**Run 1: clock wires, drivers and flops**

Bar = 20 µm.
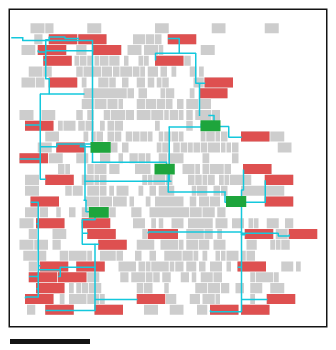
**Run 1: M3 wires**

Bar = 20 µm.
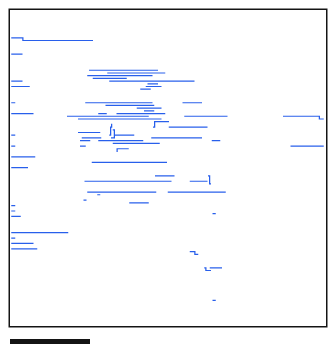
**Run 1: zoomed window**

Region (20, 4) to (60, 44) µm. Cells in grey, sequential cells in the stronger grey; small squares are vias.
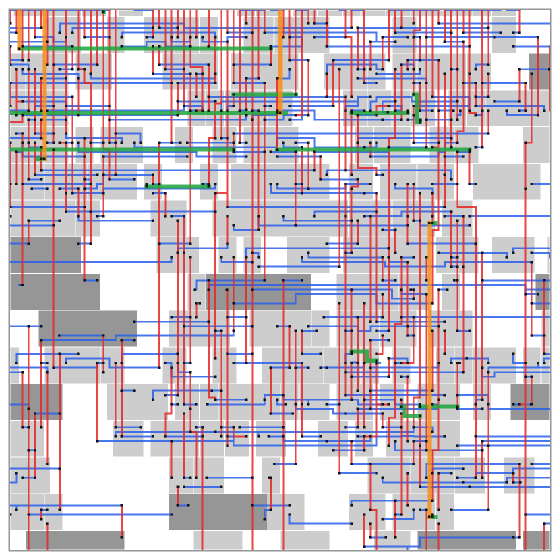
**Run 1: placement view**

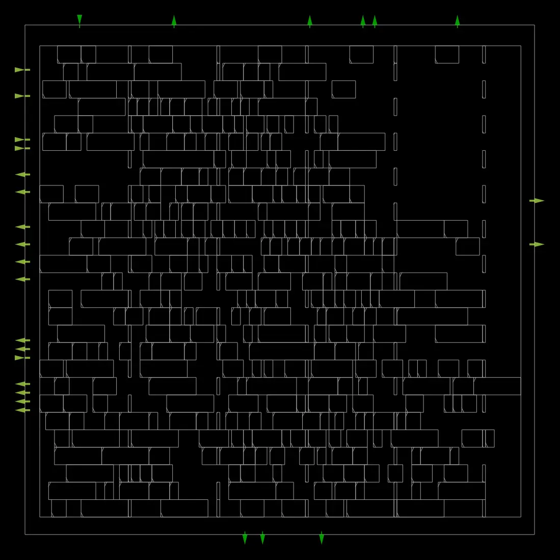
[src/rtl/tone_sequencer_pkg.sv]
// Shared types and constants for the tone sequencer: FSM state encoding,
// step-table record, the built-in default step table and a clog2 helper.
package tone_seq_pkg;

    typedef enum logic [1:0] {
        ST_IDLE   = 2'd0,
        ST_MANUAL = 2'd1,
        ST_PLAY   = 2'd2,
        ST_HOLD   = 2'd3
    } state_t;

    // The default table is authored for 2 channels of 8-bit half-periods.
    // Wider builds reuse its columns and rows modulo these sizes.
    localparam int TBL_CH    = 2;
    localparam int TBL_STEPS = 5;

    typedef struct packed {
        logic [0:TBL_CH-1][7:0] freq;  // freq[0] is channel 0
        logic [7:0]             dur;   // step length in prescaler ticks
    } step_t;

    localparam step_t DEF_TABLE [TBL_STEPS] = '{
        '{freq: '{8'd20, 8'd20}, dur: 8'd20},
        '{freq: '{8'd5,  8'd20}, dur: 8'd6},
        '{freq: '{8'd1,  8'd20}, dur: 8'd4},
        '{freq: '{8'd24, 8'd20}, dur: 8'd2},
        '{freq: '{8'd20, 8'd20}, dur: 8'd1}
    };

    // Ceiling log2, never below 1 so it can size a vector directly.
    function automatic int clog2(input int n);
        int r;
        r = 0;
        while ((1 << r) < n) r++;
        return (r < 1) ? 1 : r;
    endfunction

endpackage

[src/rtl/tone_sequencer_tick_prescaler.sv]
// Divides the clock into one-cycle tick pulses every TICK_DIV cycles.
// The synchronous clear holds the phase at zero so a step starts on a
// whole tick boundary.
module tick_prescaler
    import tone_seq_pkg::*;
#(
    parameter int TICK_DIV = 10
) (
    input  logic clk,
    input  logic reset,
    input  logic clear,
    output logic tick
);

    localparam int CNT_W = clog2(TICK_DIV);
    localparam logic [CNT_W-1:0] CNT_MAX = CNT_W'(TICK_DIV - 1);

    logic [CNT_W-1:0] cnt;

    assign tick = (cnt == CNT_MAX);

    // Free-running modulo-TICK_DIV phase counter
    always_ff @(posedge clk) begin
        if (reset || clear || tick) cnt <= '0;
        else                        cnt <= cnt + 1'b1;
    end

endmodule

[src/rtl/tone_sequencer.sv]
// Tone sequencer: produces per-channel half-period values for downstream
// square-wave generators. A zero switch plays the built-in step table,
// a nonzero switch drives every channel with the switch value.
// Build option SEQ_LOOP_EN: the table wraps to step 0 instead of stopping
// in HOLD (done is then constant 0).
module tone_sequencer
    import tone_seq_pkg::*;
#(
    parameter int NUM_CH   = 2,
    parameter int FREQ_W   = 8,
    parameter int SW_W     = 4,
    parameter int STEPS    = 5,
    parameter int DUR_W    = 8,
    parameter int TICK_DIV = 10
) (
    input  logic                     clk,
    input  logic                     reset,
    input  logic [SW_W-1:0]          switch,
    output logic [NUM_CH*FREQ_W-1:0] freq,
    output logic                     freq_update,
    output logic                     playing,
    output logic [clog2(STEPS)-1:0]  step_idx,
    output logic                     done
);

    localparam int IDX_W = clog2(STEPS);
    localparam logic [IDX_W-1:0] LAST = IDX_W'(STEPS - 1);

    state_t                         state, state_nxt;
    logic [SW_W-1:0]                sw_q;
    logic                           armed;     // sw_q holds a real sample
    logic [NUM_CH-1:0][FREQ_W-1:0]  freq_q, freq_nxt, manual_f;
    logic [IDX_W-1:0]               idx_q, idx_nxt, idx_inc;
    logic [DUR_W-1:0]               dur_cnt, dur_nxt;
    logic                           tick;

    logic [NUM_CH-1:0][FREQ_W-1:0]  tbl_f [STEPS];
    logic [DUR_W-1:0]               tbl_d [STEPS];

    // Constant step table resized to this build; zero durations count as 1
    always_comb begin
        for (int k = 0; k < STEPS; k++) begin
            if (DEF_TABLE[k % TBL_STEPS].dur == 8'd0)
                tbl_d[k] = DUR_W'(1);
            else
                tbl_d[k] = DUR_W'(DEF_TABLE[k % TBL_STEPS].dur);
            for (int c = 0; c < NUM_CH; c++)
                tbl_f[k][c] = FREQ_W'(DEF_TABLE[k % TBL_STEPS].freq[c % TBL_CH]);
        end
    end

    // Manual value on every channel, zero-extended or LSB-truncated
    always_comb begin
        for (int c = 0; c < NUM_CH; c++) manual_f[c] = FREQ_W'(sw_q);
    end

    assign idx_inc = idx_q + 1'b1;

    tick_prescaler #(.TICK_DIV(TICK_DIV)) u_presc (
        .clk   (clk),
        .reset (reset),
        .clear (state != ST_PLAY),
        .tick  (tick)
    );

    // Next-state, next-freq and step bookkeeping
    always_comb begin
        state_nxt = state;
        freq_nxt  = freq_q;
        idx_nxt   = idx_q;
        dur_nxt   = dur_cnt;
        case (state)
            ST_IDLE: begin
                if (armed) begin
                    if (sw_q == '0) begin
                        state_nxt = ST_PLAY;
                        freq_nxt  = tbl_f[0];
                    end else begin
                        state_nxt = ST_MANUAL;
                        freq_nxt  = manual_f;
                    end
                end
            end
            ST_MANUAL: begin
                if (sw_q == '0) begin
                    state_nxt = ST_PLAY;
                    idx_nxt   = '0;
                    dur_nxt   = '0;
                    freq_nxt  = tbl_f[0];
                end else begin
                    freq_nxt  = manual_f;
                end
            end
            ST_PLAY: begin
                if (sw_q != '0) begin
                    state_nxt = ST_MANUAL;
                    freq_nxt  = manual_f;
                    idx_nxt   = '0;
                    dur_nxt   = '0;
                end else if (tick) begin
                    if (dur_cnt == tbl_d[idx_q] - DUR_W'(1)) begin
                        dur_nxt = '0;
                        if (idx_q == LAST) begin
`ifdef SEQ_LOOP_EN
                            idx_nxt  = '0;
                            freq_nxt = tbl_f[0];
`else
                            state_nxt = ST_HOLD;
                            idx_nxt   = '0;
`endif
                        end else begin
                            idx_nxt  = idx_inc;
                            freq_nxt = tbl_f[idx_inc];
                        end
                    end else begin
                        dur_nxt = dur_cnt + 1'b1;
                    end
                end
            end
            ST_HOLD: begin
                if (sw_q != '0) begin
                    state_nxt = ST_MANUAL;
                    freq_nxt  = manual_f;
                end
            end
            default: state_nxt = ST_IDLE;
        endcase
    end

    // State, input sample and registered outputs
    always_ff @(posedge clk) begin
        if (reset) begin
            state       <= ST_IDLE;
            sw_q        <= '0;
            armed       <= 1'b0;
            freq_q      <= '0;
            freq_update <= 1'b0;
            idx_q       <= '0;
            dur_cnt     <= '0;
        end else begin
            state       <= state_nxt;
            sw_q        <= switch;
            armed       <= 1'b1;
            freq_q      <= freq_nxt;
            freq_update <= (freq_nxt != freq_q);
            idx_q       <= idx_nxt;
            dur_cnt     <= dur_nxt;
        end
    end

    assign freq     = freq_q;
    assign playing  = (state == ST_PLAY);
    assign step_idx = idx_q;
`ifdef SEQ_LOOP_EN
    assign done = 1'b0;
`else
    assign done = (state == ST_HOLD);
`endif

endmodule

[config.mk]
export PLATFORM = sky130hd
export DESIGN_NAME = tone_sequencer
export DESIGN_NICKNAME = d
export VERILOG_FILES = /design/src/rtl/tone_sequencer_pkg.sv /design/src/rtl/tone_sequencer_tick_prescaler.sv /design/src/rtl/tone_sequencer.sv
export SDC_FILE = /design/constraint.sdc
export NUM_CORES = 1
export LEC_CHECK = 0
export ABC_CLOCK_PERIOD_IN_PS = 3600
export CAP_MARGIN = 20
export CORE_MARGIN = 2
export CORE_UTILIZATION = 45
export CTS_CLUSTER_SIZE = 30
export DETAILED_ROUTE_END_ITERATION = 10
export HOLD_SLACK_MARGIN = 0.03
export PLACE_DENSITY_LB_ADDON = 0.25
export SYNTH_ARGS = -nofsm -noshare
export SYNTH_HDL_FRONTEND = slang
export SYNTH_HIERARCHICAL = 1
export SYNTH_SLANG_ARGS = --single-unit
[constraint.sdc]
create_clock -name clk -period 3.6 [get_ports clk]
set_input_delay 0.54 -clock clk [delete_from_list [all_inputs] [get_ports clk]]
set_output_delay 0.54 -clock clk [all_outputs]
set_load 0.01 [all_outputs]
==> flow_results.xml, run 1 <==
<?xml version="1.0" encoding="UTF-8"?>
<metrics>
  <group name="timing">
    <metric name="min_period_over_period" unit="%">89.9</metric>
    <metric name="max-slew-margin-rel" unit="%">37.7</metric>
  </group>
  <group name="clocking">
    <metric name="cts.path.max_buffers" unit="">2</metric>
    <metric name="cts.repair_timing.setup_buffer_count" unit="">0</metric>
  </group>
  <group name="worst_setup_path">
    <metric name="setup.worst_path.end" unit="">freq_update</metric>
    <metric name="cp_data_arrival_time" unit="ps">3440</metric>
    <metric name="crit_path_start_kind" unit="">register</metric>
    <metric name="criticalPathCategory" unit="">reg2reg</metric>
    <metric name="timing.critical_path.mode_cell" unit="">ha_1</metric>
  </group>
  <group name="routing">
    <metric name="num_vias" unit="">2490</metric>
    <metric name="met2WireLength" unit="µm">2980</metric>
  </group>
  <group name="logic_synthesis">
    <metric name="ys_async_sr_fraction" unit="%">0</metric>
    <metric name="synth.yosys.seq_area_share" unit="%">30.5</metric>
    <metric name="ys.flops" unit="">39</metric>
    <metric name="synth_compound_gate_area_share" unit="%">25.4</metric>
  </group>
  <group name="outcome">
    <metric name="run_status" unit="">finished clean</metric>
  </group>
  <group name="global_route">
    <metric name="met2_usage" unit="%">33.7</metric>
    <metric name="grt_max_degree" unit="">26</metric>
    <metric name="antenna_found_initial" unit="">0</metric>
    <metric name="gr-usage-met3" unit="%">4.64</metric>
    <metric name="gr-usage-all-layers" unit="%">21.8</metric>
  </group>
  <group name="worst_hold_path">
    <metric name="hold_start" unit="">u_presc/cnt[0]</metric>
  </group>
  <group name="placed_design">
    <metric name="sum_of_net_half_perimeters_after_detailed_placement" unit="µm">4680</metric>
  </group>
  <group name="final_layout">
    <metric name="ratio_of_cells_with_drive_above_1_in_the_final_layout" unit="%">8.43</metric>
    <metric name="number_of_diodes_added_for_antenna_fixing" unit="">0</metric>
    <metric name="post_layout_nonfiller_instances" unit="">416</metric>
  </group>
  <group name="flow_run">
    <metric name="drv_cap" unit="">0</metric>
  </group>
</metrics>
-- 'clock wires, drivers and flops' (at the start) --
- flip-flops: red (count 39)
- clock wires: cyan (length 526 µm)
- clock drivers: green (count 5)
- flops lie: widely spread

-- 'M3 wires' (at the start) --
- longest straight run: 21.6 µm
- wire length on this layer: 462 µm
- share of all routed wire: 7.0%
- nets with wire on the layer: 52
- main direction: horizontal

-- 'zoomed window' (at the start) --
- metal 3: green
- metal 2: red
- metal 1: blue
- metal 4: orange
- cells with their middle in the window: 135
- netlist names of flops here include: step_idx (3), u_presc/cnt (2)
- sequential cells in the window: 8
- most frequent: nand2_1 (12), nor2_1 (11)

-- 'placement view' (at the start) --
total core area: 5510 µm²
tapcells inserted: 72
fill cell count: 529
sequential share of cell area: 26.2%

run 1: stage by stage:
step | area (µm²) | hold WS [ps]
final | 2990 | 484
after CTS | 2980 | 487
after global placement | 2840 | 455
after detailed placement | 2840 | 467
after global routing | 2990 | 521
after floorplan | 2560 | 433
run 1: area by class of cell:
cell class | count | area (µm²) | share of cell area, %
clock buffers | 5 | 68.8 | 2.31
well taps | 72 | 90.1 | 3.02
repair buffers | 32 | 308 | 10.3
multi-input cells | 249 | 1610 | 53.8
clock inverters | 3 | 71.3 | 2.39
flip-flops and latches | 39 | 782 | 26.2
inverters | 16 | 60.1 | 2.01
run 1: where the power goes:
part	internal (µW)	leakage [µW]	switching, µW
combinational	81.8	0.000673	98.2
sequential	449	0.000319	38.1
clock	281	0.0000703	171
total	812	0.00106	307
**Run 1: metal layers overlaid**

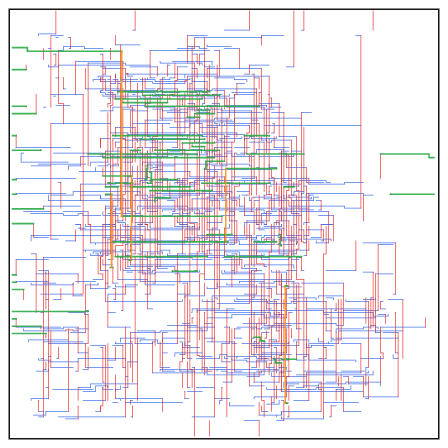

--- run 2 (diff from run 1) ---
--- a/config.mk
+++ b/config.mk
@@ -5,6 +5,7 @@
 export SDC_FILE = /design/constraint.sdc
 export NUM_CORES = 1
 export LEC_CHECK = 0
+export ABC_AREA = 1
 export ABC_CLOCK_PERIOD_IN_PS = 3600
 export CAP_MARGIN = 20
 export CORE_MARGIN = 2
@@ -13,6 +14,8 @@
 export DETAILED_ROUTE_END_ITERATION = 10
 export HOLD_SLACK_MARGIN = 0.03
 export PLACE_DENSITY_LB_ADDON = 0.25
+export SETUP_SLACK_MARGIN = 0.2
+export SLEW_MARGIN = 20
 export SYNTH_ARGS = -nofsm -noshare
 export SYNTH_HDL_FRONTEND = slang
 export SYNTH_HIERARCHICAL = 1
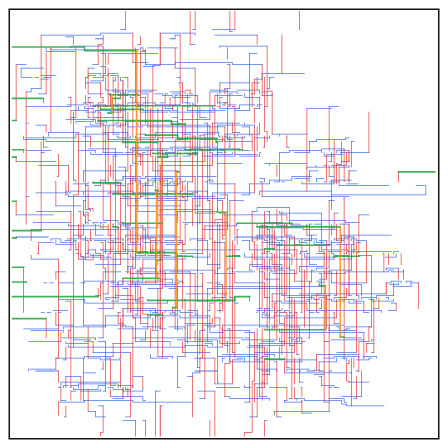
**Above:** run 2 (metal layers overlaid).
- metal 4: orange (wire length 146 µm)
- metal 3: green (wire length 301 µm)
- metal 1: blue (wire length 2,860 µm)
- metal 2: red (wire length 2,880 µm)

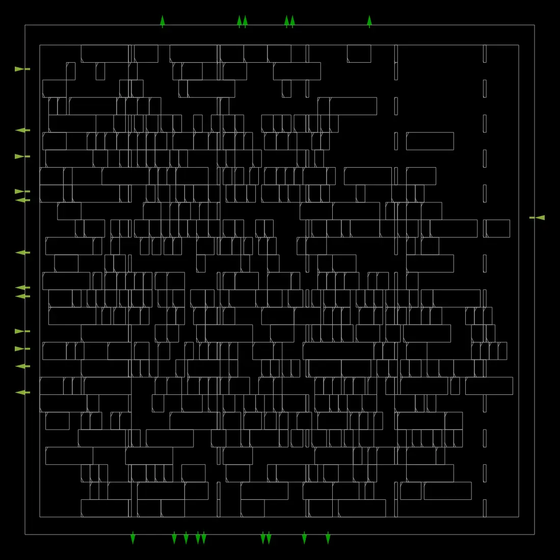
**Above:** run 2 (placement view).
total core area: 5470 µm²
sequential share of cell area: 25.9%

==> flow_results.xml, run 2 <==
<?xml version="1.0" encoding="UTF-8"?>
<metrics>
  <group name="worst_setup_path">
    <metric name="criticalPathCategory" unit="">reg2reg</metric>
    <metric name="crit_path_start_kind" unit="">register</metric>
    <metric name="setup.worst_path.end" unit="">freq_update</metric>
    <metric name="cp_data_arrival_time" unit="ps">3160</metric>
  </group>
  <group name="final_layout">
    <metric name="design.seq.count" unit="">39</metric>
    <metric name="number_of_diodes_added_for_antenna_fixing" unit="">0</metric>
    <metric name="finish.instance_area" unit="µm²">3010</metric>
    <metric name="area_dominant_class" unit="">combinational gates</metric>
    <metric name="nMultiInputCombCells" unit="">286</metric>
    <metric name="ratio_of_cells_with_drive_above_1_in_the_final_layout" unit="%">9.95</metric>
    <metric name="layout.non_clock_buffers" unit="">29</metric>
    <metric name="fillerInstances" unit="">560</metric>
  </group>
  <group name="global_route">
    <metric name="gr-usage-all-layers" unit="%">21.8</metric>
    <metric name="gr-usage-met3" unit="%">4.55</metric>
    <metric name="met2_usage" unit="%">35.3</metric>
    <metric name="grt_max_degree" unit="">22</metric>
    <metric name="antenna_found_initial" unit="">0</metric>
  </group>
  <group name="pwr">
    <metric name="clockPowerShare" unit="%">17.3</metric>
    <metric name="p_switching" unit="µW">988</metric>
    <metric name="cellInternalPower" unit="µW">1160</metric>
    <metric name="combinationalPowerShare" unit="%">53.6</metric>
    <metric name="sequentialPowerShare" unit="%">29.1</metric>
    <metric name="power.group.top" unit="">combinational logic</metric>
    <metric name="clock_net_power" unit="µW">371</metric>
    <metric name="switching_share" unit="%">46.0</metric>
    <metric name="comb_cell_power" unit="µW">1150</metric>
  </group>
  <group name="placed_design">
    <metric name="placed_cell_area" unit="µm²">2900</metric>
    <metric name="sum_of_net_half_perimeters_after_detailed_placement" unit="µm">4720</metric>
  </group>
  <group name="outcome">
    <metric name="run_status" unit="">finished clean</metric>
  </group>
  <group name="logic_synthesis">
    <metric name="ys_async_sr_fraction" unit="%">0</metric>
    <metric name="ys.flops" unit="">39</metric>
    <metric name="synth.yosys.seq_area_share" unit="%">30.6</metric>
  </group>
  <group name="flow_run">
    <metric name="drv_cap" unit="">0</metric>
  </group>
  <group name="timing">
    <metric name="finalHoldWorstSlack" unit="ps">466</metric>
    <metric name="min_period_over_period" unit="%">82.4</metric>
    <metric name="max-slew-margin-rel" unit="%">58.7</metric>
  </group>
  <group name="routing">
    <metric name="num_vias" unit="">2551</metric>
  </group>
</metrics>
-- run 2: critical path: stages, from the launching register on --
cell	delay [ps]
dfxtp_1	560
inv_4	100
ha_1	220
inv_1	90
ha_1	250
inv_1	70
nand2_1	60
nand2_1	100
nand3_1	130
nor2_4	140
nand3_2	100
nor2_4	130
nand3_2	140
nand3_2	100
nand2_1	70
nand2_1	70
nand2_1	50
nand2_1	50
nand3_1	90
nor2_1	140
nand3_1	90
nand2_1	60
inv_1	40
-- run 2: logic make-up (layout without fill, tap and decap cells) --
kind of cell / count (synthesis) / in the layout / synth area share, %
fa+ha+maj: 9 / 9 / 4.42
compound gates: 43 / 43 / 10.4
flops: 39 / 39 / 30.6
simple gates: 228 / 228 / 41.0
buf+inv: 75 / 107 / 11.5
xor+xnor: 6 / 6 / 2.06
Power is estimated from default activity; no workload was simulated.
